run_1/logic_types.png
The bar under the picture is 50 µm long.
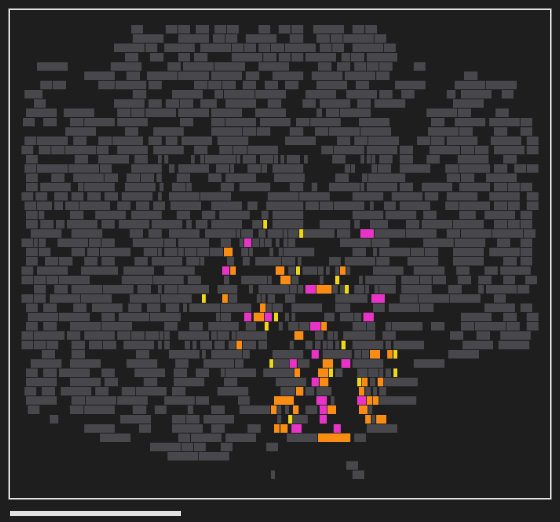
run_1/placement_by_type.png
The bar under the picture is 50 µm long.
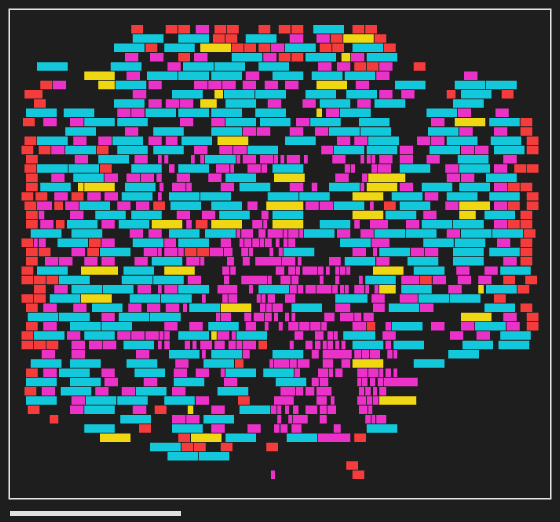
run_1/clk_routes.png
The bar under the picture is 50 µm long.
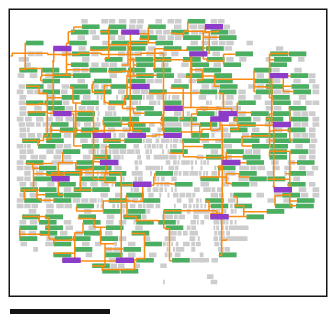
--- src/rtl/vga_pkg.sv ---
// rtl/vga_pkg.sv - 640x480 VGA timing constants, grid geometry, cell codes and colour decode
package vga_pkg;

  localparam int H_TOTAL  = 800;
  localparam int H_SYNC   = 96;
  localparam int H_BP     = 48;
  localparam int H_ACTIVE = 640;
  localparam int V_TOTAL  = 521;
  localparam int V_SYNC   = 2;
  localparam int V_BP     = 29;
  localparam int V_ACTIVE = 480;

  localparam int H_VIS_START = H_SYNC + H_BP;
  localparam int V_VIS_START = V_SYNC + V_BP;

  localparam int GRID_DIM = 7;
  localparam int GRID_W   = GRID_DIM * GRID_DIM * 2;

  typedef enum logic [1:0] {
    EMPTY = 2'b00,
    P1    = 2'b01,
    P2    = 2'b10
  } cell_t;

  typedef enum logic [1:0] {
    ACQUIRE,
    ARMED,
    CAPTURE
  } cap_state_t;

  // Pure red marks player 1, pure yellow player 2; any other colour is empty.
  function automatic cell_t decode_cell(input logic [2:0] r, input logic [2:0] g,
                                        input logic [1:0] b);
    cell_t code;
    code = EMPTY;
    if (r == 3'd7 && b == 2'd0 && g == 3'd0) code = P1;
    else if (r == 3'd7 && b == 2'd0 && g == 3'd7) code = P2;
    return code;
  endfunction

endpackage

--- src/rtl/vga_sync_counter.sv ---
// rtl/vga_sync_counter.sv - sync edge detection and h/v position counters; VGA_CAP_CHECK_EN adds timing checks
module vga_sync_counter
  import vga_pkg::*;
(
  input  logic       clk,
  input  logic       rst_n,
  input  logic       pix_en,
  input  logic       hsync,
  input  logic       vsync,
  output logic [9:0] h_nxt,
  output logic [9:0] v_nxt,
  output logic       v_fall,
  output logic       timing_err
);

  logic       hs_q;
  logic       vs_q;
  logic       h_fall;
  logic [9:0] h_cnt;
  logic [9:0] v_cnt;

  assign h_fall = pix_en & hs_q & ~hsync;
  assign v_fall = pix_en & vs_q & ~vsync;

  // h_nxt/v_nxt are the coordinates of the pixel presented on this strobe.
  always_comb begin
    h_nxt = h_cnt;
    v_nxt = v_cnt;
    if (pix_en) begin
      if (h_fall) h_nxt = '0;
      else if (h_cnt != 10'(H_TOTAL - 1)) h_nxt = h_cnt + 10'd1;
      if (v_fall) v_nxt = '0;
      else if (h_fall && v_cnt != 10'(V_TOTAL - 1)) v_nxt = v_cnt + 10'd1;
    end
  end

  always_ff @(posedge clk or negedge rst_n) begin
    if (!rst_n) begin
      h_cnt <= '0;
      v_cnt <= '0;
      hs_q  <= 1'b1;
      vs_q  <= 1'b1;
    end else if (pix_en) begin
      h_cnt <= h_nxt;
      v_cnt <= v_nxt;
      hs_q  <= hsync;
      vs_q  <= vsync;
    end
  end

`ifdef VGA_CAP_CHECK_EN
  assign timing_err = (h_fall && h_cnt != 10'(H_TOTAL - 1)) ||
                      (v_fall && v_cnt != 10'(V_TOTAL - 1));
`else
  assign timing_err = 1'b0;
`endif

endmodule

--- src/rtl/vga_grid_capture.sv ---
// rtl/vga_grid_capture.sv - samples a 7x7 cell grid from a VGA stream and commits it once per clean frame
module vga_grid_capture
  import vga_pkg::*;
#(
  parameter int CELL    = 64,
  parameter int GRID_X0 = 96,
  parameter int GRID_Y0 = 16
) (
  input  logic              clk,
  input  logic              rst_n,
  input  logic              pix_en,
  input  logic              Hsync,
  input  logic              Vsync,
  input  logic [2:0]        vgaRed,
  input  logic [2:0]        vgaGreen,
  input  logic [1:0]        vgaBlue,
  output logic [GRID_W-1:0] grid,
  output logic              frame_valid,
  output logic              sync_err
);

  logic [9:0]          h_nxt;
  logic [9:0]          v_nxt;
  logic                v_fall;
  logic                timing_err;
  logic                err_now;
  logic                frame_err;
  logic                bad;
  logic                commit;
  logic [GRID_DIM-1:0] col_hit;
  logic [GRID_DIM-1:0] row_hit;
  logic [GRID_W-1:0]   shadow;
  cap_state_t          state;
  cap_state_t          state_nxt;

  vga_sync_counter u_sync (
    .clk        (clk),
    .rst_n      (rst_n),
    .pix_en     (pix_en),
    .hsync      (Hsync),
    .vsync      (Vsync),
    .h_nxt      (h_nxt),
    .v_nxt      (v_nxt),
    .v_fall     (v_fall),
    .timing_err (timing_err)
  );

  for (genvar k = 0; k < GRID_DIM; k++) begin : g_hit
    localparam int XS = GRID_X0 + k * CELL + CELL / 2;
    localparam int YS = GRID_Y0 + k * CELL + CELL / 2;
    assign col_hit[k] = (XS < H_ACTIVE) && (h_nxt == 10'(H_VIS_START + XS));
    assign row_hit[k] = (YS < V_ACTIVE) && (v_nxt == 10'(V_VIS_START + YS));
  end

  // Counters are meaningless until the first Vsync fall, so errors only count afterwards.
  assign err_now = timing_err & (state != ACQUIRE);
  assign bad     = frame_err | err_now;
  assign commit  = v_fall & (state == CAPTURE) & ~bad;

  always_comb begin
    state_nxt = state;
    case (state)
      ACQUIRE: if (v_fall) state_nxt = ARMED;
      ARMED:   if (v_fall) state_nxt = CAPTURE;
      CAPTURE: if (v_fall && bad) state_nxt = ARMED;
      default: state_nxt = ACQUIRE;
    endcase
  end

  always_ff @(posedge clk or negedge rst_n) begin
    if (!rst_n) begin
      state       <= ACQUIRE;
      grid        <= '0;
      frame_valid <= 1'b0;
      frame_err   <= 1'b0;
      sync_err    <= 1'b0;
    end else begin
      state       <= state_nxt;
      frame_valid <= commit;
      if (commit) grid <= shadow;
      if (v_fall) frame_err <= 1'b0;
      else if (err_now) frame_err <= 1'b1;
      if (err_now) sync_err <= 1'b1;
    end
  end

  always_ff @(posedge clk or negedge rst_n) begin
    if (!rst_n) begin
      shadow <= '0;
    end else if (pix_en) begin
      for (int r = 0; r < GRID_DIM; r++) begin
        for (int c = 0; c < GRID_DIM; c++) begin
          if (row_hit[r] && col_hit[c])
            shadow[2*(r*GRID_DIM+c) +: 2] <= decode_cell(vgaRed, vgaGreen, vgaBlue);
        end
      end
    end
  end

endmodule
--- config.mk ---
export PLATFORM = sky130hd
export DESIGN_NAME = vga_grid_capture
export DESIGN_NICKNAME = d
export VERILOG_FILES = /design/src/rtl/vga_pkg.sv /design/src/rtl/vga_sync_counter.sv /design/src/rtl/vga_grid_capture.sv
export SDC_FILE = /design/constraint.sdc
export NUM_CORES = 1
export LEC_CHECK = 0
export CAP_MARGIN = 20
export CORE_ASPECT_RATIO = 0.9
export CORE_MARGIN = 3
export CORE_UTILIZATION = 45
export CTS_BUF_LIST = sky130_fd_sc_hd__clkbuf_4 sky130_fd_sc_hd__clkbuf_8 sky130_fd_sc_hd__clkbuf_16
export DETAILED_ROUTE_END_ITERATION = 8
export PLACE_DENSITY = 0.78
export SLEW_MARGIN = 20
export SYNTH_ARGS = -nofsm -noshare
export SYNTH_HDL_FRONTEND = slang
export SYNTH_SLANG_ARGS = --single-unit
--- constraint.sdc ---
create_clock -name clk -period 6.25 [get_ports clk]
set_input_delay 0.625 -clock clk [delete_from_list [all_inputs] [get_ports clk]]
set_output_delay 0.625 -clock clk [all_outputs]
set_load 0.01 [all_outputs]
==> flow_summary_export.csv, run 1 <==
group,metric,value,unit
placed_design,post-place-ws,1.70,ns
layout,comb_area,3670,µm²
job,maxCapViolCount,0,
synthesis,largest_area_cell,"dfrtp_1",
global_routing,antenna_found_initial,0,
layout,seq_cells,221,
clock_tree,clkTransAtPathRegs,0.06,ns
synthesis,logic_family,"multiplexers",
synthesis,ys_top_cells_by_count,"dfrtp_1 (219), mux2_2 (193), nor2_1 (50), clkbuf_1 (20), nand2_1 (19)",
layout,diodes,0,
placed_design,port_buffers,111,
synthesis,yosys-top-cells-area,"dfrtp_1 (58%), mux2_2 (23%), nor2_1 (2.0%)",
layout,clock_buffers,28,
final_timing,fin_setup_tns,0,ns
clock_tree,ctsResizeCount,0,
worst_setup_path,timing.rr.end,"shadow[0]",
drt,top_layer_used,"met4",
final_timing,relSlewSlack,0.359,
placed_design,place_area,10800,µm²
clock_tree,numClockSinks,221,
layout,area_growth,23.0,%
synthesis,syn_nets,696,
synthesis,yosysSeqAreaShare,0.589,
synthesis,ys.flop_type,"dfrtp_1",
floorplanning,die_x,158,µm
placed_design,gp_congestion,0.881,
layout,layout_top_cells,"dfrtp_1 (219), mux2_2 (193), clkdlybuf4s50_1 (110), nor2_1 (48), clkbuf_16 (23)",
pwr,peakVddDrop,0.000189,V
clock_tree,cts_buffer_depth,3,
worst_setup_path,startpoint_type,"primary input",
synthesis,yosys.area_share.adder,0.00400,
floorplanning,num_rows,49,
synthesis,ys_ff,221,
layout,fin_nets,807,
synthesis,xor_share,0.00746,
synthesis,yosys_warnings,0,
worst_setup_path,crit_cells,8,
clock_tree,cts_hold_buffers,0,
floorplanning,boundaryPins,113,
worst_setup_path,startpoint,"pix_en",
synthesis,synth_area_per_cell,13.8,µm²
drt,wl,20600,µm
clock_tree,numCtsBuffers,22,
placed_design,place_inst,1022,
synthesis,async_reset_ff_frac,1.00,
drt,viasPerCell,5.57,
drt,met2_length,9430,µm
worst_setup_path,crit_path_frequent_cell,"mux2_2",
layout,buffers,118,
floorplanning,well_tap_count,255,
layout,area_share_nonclk_buffers,0.101,
layout,comb_cells,413,
global_routing,grt_overflow,0,
drt,dr.pass1.iters,5,
drt,routedWlPerCell,19.5,µm
global_routing,track_usage,0.186,
floorplanning,chip_area,22600,µm²
worst_setup_path,cp_data_arrival_time,4.45,ns
final_timing,setup_slack,2.18,ns
synthesis,top_area_frac,0.584,
synthesis,ys_sh_simple,0.104,
synthesis,mux_share,0.243,
pwr,leakage,5.35,nW
global_routing,first_global_vias,6074,
drt,post-route-drc-count,0,
worst_setup_path,critPathTopFamily,"simple AND/OR/NAND/NOR gates",
worst_setup_path,crit_chain,"clkdlybuf4s50_1 > nand4b_1 > nor4_1 > mux2_2 > nor4_4 > nand4_1 > nor3_1 > mux2_2",
placed_design,dp_hpwl,13100,µm
layout,post-route-cell-area,11500,µm²
drt,num_vias,5899,
final_timing,timing.hold.ws,0.140,ns
drt,wl_met3,1400,µm
worst_setup_path,crit_required,6.63,ns
synthesis,ys_chip_area,9390,µm²
worst_setup_path,r2r_setup_slack,2.64,ns
worst_setup_path,crit_fanout,20,
final_timing,fmax,0.246,GHz
worst_hold_path,hold_path.class,"primary input to asynchronous set/reset pin",
worst_setup_path,crit_buf_inv,1,
synthesis,synthCells,680,
final_timing,rsz0062_at_grt,"no",
final_timing,min_period,4.07,ns
job,log.warning_count,27,
worst_setup_path,reg2regPathDepth,8,
worst_setup_path,end_kind,"flip-flop",
clock_tree,post_cts_buffers,0,
layout,drive_above_1_share,0.337,
synthesis,synthesis.area,9390,µm²
synthesis,synthAoiAreaFrac,0.0312,
drt,ant_nets,0,
pwr,p_total,3.08,mW
clock_tree,tritoncts,"done",
synthesis,synth_stat.cells,680,
global_routing,grt_max_degree,100,
drt,met1_length,9390,µm
final_timing,setup_violations,0,
clock_tree,root_buffer,"clkbuf_16",
floorplanning,fp_util,0.464,
layout,clock_tree_area_fraction,0.0685,
final_timing,tightest_slew,0.959,ns
global_routing,grt_pass1_wl,33500,µm
status,status,"completed",
final_timing,final_hold_viol_count,0,
final_timing,maxSlewViolCount,0,
floorplanning,die_h,143,µm
worst_setup_path,r2r_start,"u_sync.h_cnt[0]",
layout,inv_count,15,
synthesis,edf_count,0,
clock_tree,htree_levels,1,
layout,biggestCellCategory,"sequential cells",
worst_setup_path,slowest_stage,"clkdlybuf4s50_1",
worst_setup_path,cp-endpoint,"shadow[18]",
worst_setup_path,critPathKind,"primary input to flip-flop",
worst_setup_path,cpPeakStageDelay,0.92,ns
pwr,power_density,267,nW/µm²
layout,n_fill_cell,1641,
synthesis,top_cell,"dfrtp_1",
synthesis,ys_types,62,
final_timing,post-route-period-util,0.651,
drt,drt_first_iter_violations,387,
layout,regArea,5530,µm²
About logic_types.png:
family	color	cells
inverting AOI/OAI gates	orange	34
AND and OR gates	magenta	19
inverters	yellow	15
Non-Filler Instances: 1060
Commonest Layout Cell: dfrtp_1
logic share of the area: 0.318

About placement_by_type.png:
class	color	cells	share of their area
combinational and other logic	magenta	428	33%
other buffers and delay cells	red	118	10%
clock drivers and dummy loads	yellow	38	7.0%
flops	cyan	221	49%
sequential fraction of total cell area: 0.479
Core ar.: 20200 µm²
Util after Layout: 0.571

About clk_routes.png:
[flip-flops] green | count: 221
[clock wires] orange | length: 2610 µm
[clock drivers] purple | count: 22
flops lie	widely spread
clk_lat worst skew: 0.50 ns
clk pwr: 1.43 mW
clk_skew: 0.0109 ns

-- run 1: state kept, by name, summed over array words and instances (netlist names) --
name,flops
frame_valid,1
grid,98
shadow,98
state,2
u_sync.h_cnt,10
u_sync.hs_q,1
u_sync.v_cnt,10
u_sync.vs_q,1
-- run 1: report_power, final --
group | switching [mW] | total [mW] | internal (mW) | leakage (nW)
Clock | 0.544 | 1.43 | 0.884 | 0.393
Sequential | 0.0267 | 1.48 | 1.45 | 3.07
Combinational | 0.126 | 0.180 | 0.0537 | 1.89
-- run 1: routing by layer --
metal / global-route usage / vias up
li1: - / 2670
met2: 0.287 / 169
met1: 0.266 / 3030
met5: 0 / -
met4: 0.0389 / 0
met3: 0.0503 / 30
==> run 2: changes to the inputs <==
PLACE_DENSITY = 0.8   (was 0.78)
clock period = 3.4 ns   (was 6.25 ns; I/O delays follow)
==> run 2 against run 1 <==
Net effect: highest routed layer is now met5; first-iteration DRC count rose by 9.6%; synthesized cell count did not move; critical endpoint is now shadow[84]; global-route usage rose by 0.33 points; area after synthesis did not move.
==> flow_summary_export.csv, run 2 <==
group,metric,value,unit
job,maxCapViolCount,0,
pwr,power_clock,2.73,mW
layout,clock_tree_area_fraction,0.0707,
layout,largestRegisters,"grid: 98 flops, shadow: 98 flops",
floorplanning,num_rows,49,
clock_tree,htree_levels,1,
clock_tree,clkTransAtPathRegs,0.06,ns
worst_setup_path,end_kind,"flip-flop",
layout,fin_nets,833,
layout,post-route-util,0.584,
clock_tree,clock_latency,0.52,ns
final_timing,relSlewSlack,0.552,
global_routing,top_usage_layer,"met2",
pwr,pwr-share-seq,0.469,
synthesis,syn_nets,696,
floorplanning,well_tap_count,255,
synthesis,edf_count,0,
clock_tree,cts_buffer_depth,3,
drt,wl_met3,1160,µm
pwr,power-top-group,"clock",
global_routing,first_global_vias,6231,
layout,area_growth,25.9,%
global_routing,grt.met2_usage,0.290,
drt,met1_length,9820,µm
placed_design,port_buffers,111,
worst_setup_path,r2r_start,"u_sync.h_cnt[0]",
final_timing,timing.hold.ws,0.427,ns
worst_setup_path,crit_chain,"ha_1 > nand4_2 > o311ai_4 > o22ai_1 > nor4_2 > nand2_1 > buf_4 > nor3_1 > mux2_2",
worst_setup_path,cpPeakStageDelay,0.47,ns
worst_setup_path,critPathTopFamily,"simple AND/OR/NAND/NOR gates",
global_routing,antenna_found_initial,1,
drt,routedWlPerCell,19.3,µm
layout,seq_cells,221,
synthesis,ys.flop_type,"dfrtp_1",
layout,layout_top_cells,"dfrtp_1 (219), mux2_2 (193), clkdlybuf4s50_1 (110), nor2_1 (48), buf_4 (27)",
status,status,"completed",
layout,n_fill_cell,1609,
synthesis,async_reset_ff_frac,1.00,
synthesis,synthesis.area,9390,µm²
drt,ant_nets,0,
layout,regArea,5530,µm²
placed_design,place_area,11000,µm²
pwr,power_frac_clock,0.472,
clock_tree,cts_hold_buffers,1,
final_timing,setup_slack,0.199,ns
clock_tree,numClockSinks,221,
synthesis,ys_types,62,
layout,clock_buffers,32,
drt,viasPerCell,5.56,
layout,area_share_nonclk_buffers,0.118,
final_timing,skew,0.0119,ns
global_routing,grt_max_degree,92,
placed_design,dp_hpwl,14000,µm
synthesis,top_area_frac,0.584,
layout,comb_area,3680,µm²
clock_tree,root_buffer,"clkbuf_16",
global_routing,globalRouteMet1Util,0.279,
layout,comb_share,0.312,
final_timing,final_hold_viol_count,0,
drt,num_vias,6036,
drt,top_layer_used,"met5",
layout,fin_cells,1086,
layout,comb_cells,413,
synthesis,yosys_warnings,0,
worst_setup_path,startpoint_type,"flip-flop",
worst_setup_path,crit_required,3.79,ns
drt,dr.pass1.iters,5,
layout,diodes,0,
drt,wl,21000,µm
worst_setup_path,reg2regPathDepth,9,
final_timing,min_period,3.20,ns
placed_design,post-place-ws,0.106,ns
clock_tree,tritoncts,"done",
worst_setup_path,critPathKind,"flip-flop to flip-flop",
pwr,p_int,4.48,mW
synthesis,synth_stat.cells,680,
clock_tree,numCtsBuffers,24,
global_routing,grt_overflow,0,
floorplanning,fp_util,0.464,
final_timing,setup_violations,0,
worst_setup_path,startpoint,"u_sync.h_cnt[0]",
global_routing,grt_pass1_wl,34200,µm
pwr,power_frac_comb,0.060,
final_timing,fin_setup_tns,0,ns
worst_setup_path,slowest_stage,"dfrtp_1",
synthesis,ys_top_cells_by_count,"dfrtp_1 (219), mux2_2 (193), nor2_1 (50), clkbuf_1 (20), nand2_1 (19)",
drt,met2_length,9490,µm
drt,drt_first_iter_violations,424,
layout,drive_above_1_share,0.359,
floorplanning,chip_area,22600,µm²
placed_design,gp_congestion,0.948,
final_timing,tightest_slew,0.672,ns
job,log.warning_count,27,
clock_tree,post_cts_buffers,0,
pwr,p_seq,2.71,mW
pwr,p_switching,1.31,mW
layout,inv_count,15,
worst_setup_path,crit_buf_inv,1,
placed_design,place_inst,1045,
layout,buffers,142,
worst_setup_path,cp_data_arrival_time,3.59,ns
final_timing,post-route-period-util,0.941,
floorplanning,boundaryPins,113,
run 2: netlist changes by cell type in the layout (fill, tap and decap cells not counted), moves of 2 or more:
cell / before / now
clkbuf_4: 1 / 6
buf_12: 0 / 3
buf_4: 7 / 27
clkbuf_8: 4 / 2
clkinv_8: 0 / 2
clkinv_2: 5 / 2
run 2: cells by family (layout without fill, tap and decap cells):
group	after synthesis	in the layout	share of synthesized area
flip-flops	221	221	0.589
buffers and inverters	46	197	0.0213
other	1	1	0.000400
adder cells (fa/ha/maj)	3	3	0.00400
AND-OR/OR-AND	39	39	0.0312
AND/OR/NAND/NOR	161	161	0.104
XOR/XNOR	8	8	0.00746
multiplexers	201	201	0.243
run_2/power_grid.png
Pins as bars on the die edge. Tap cells in gray.
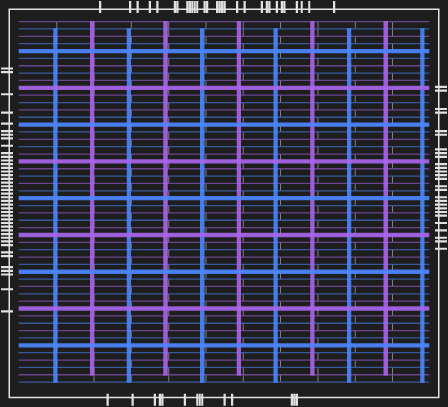
net	color
VSS	blue
VDD	purple
tap cells	255
rows	49
met4 straps	11
Worst IR Drop VDD: 0.000322 V
die height: 143 µm
Die W: 158 µm

run_2/placement_by_type.png
The bar under the picture is 50 µm long.
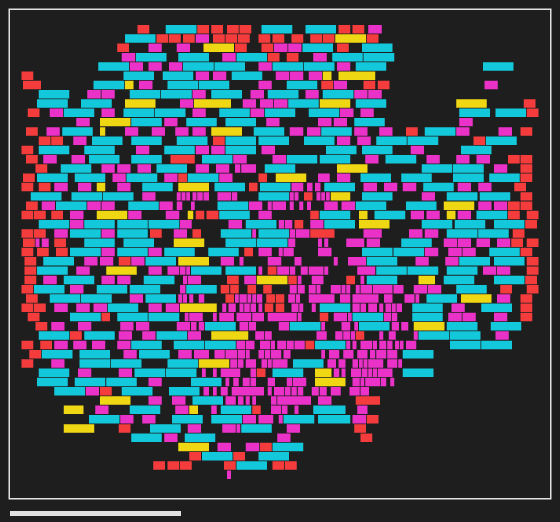
class	color	cells	share of their area
combinational and other logic	magenta	428	33%
flops	cyan	221	48%
clock drivers and dummy loads	yellow	40	7.3%
other buffers and delay cells	red	142	12%
post-route cell area: 11800 µm²
sequential fraction of total cell area: 0.468

Power and IR drop assume default switching activity.
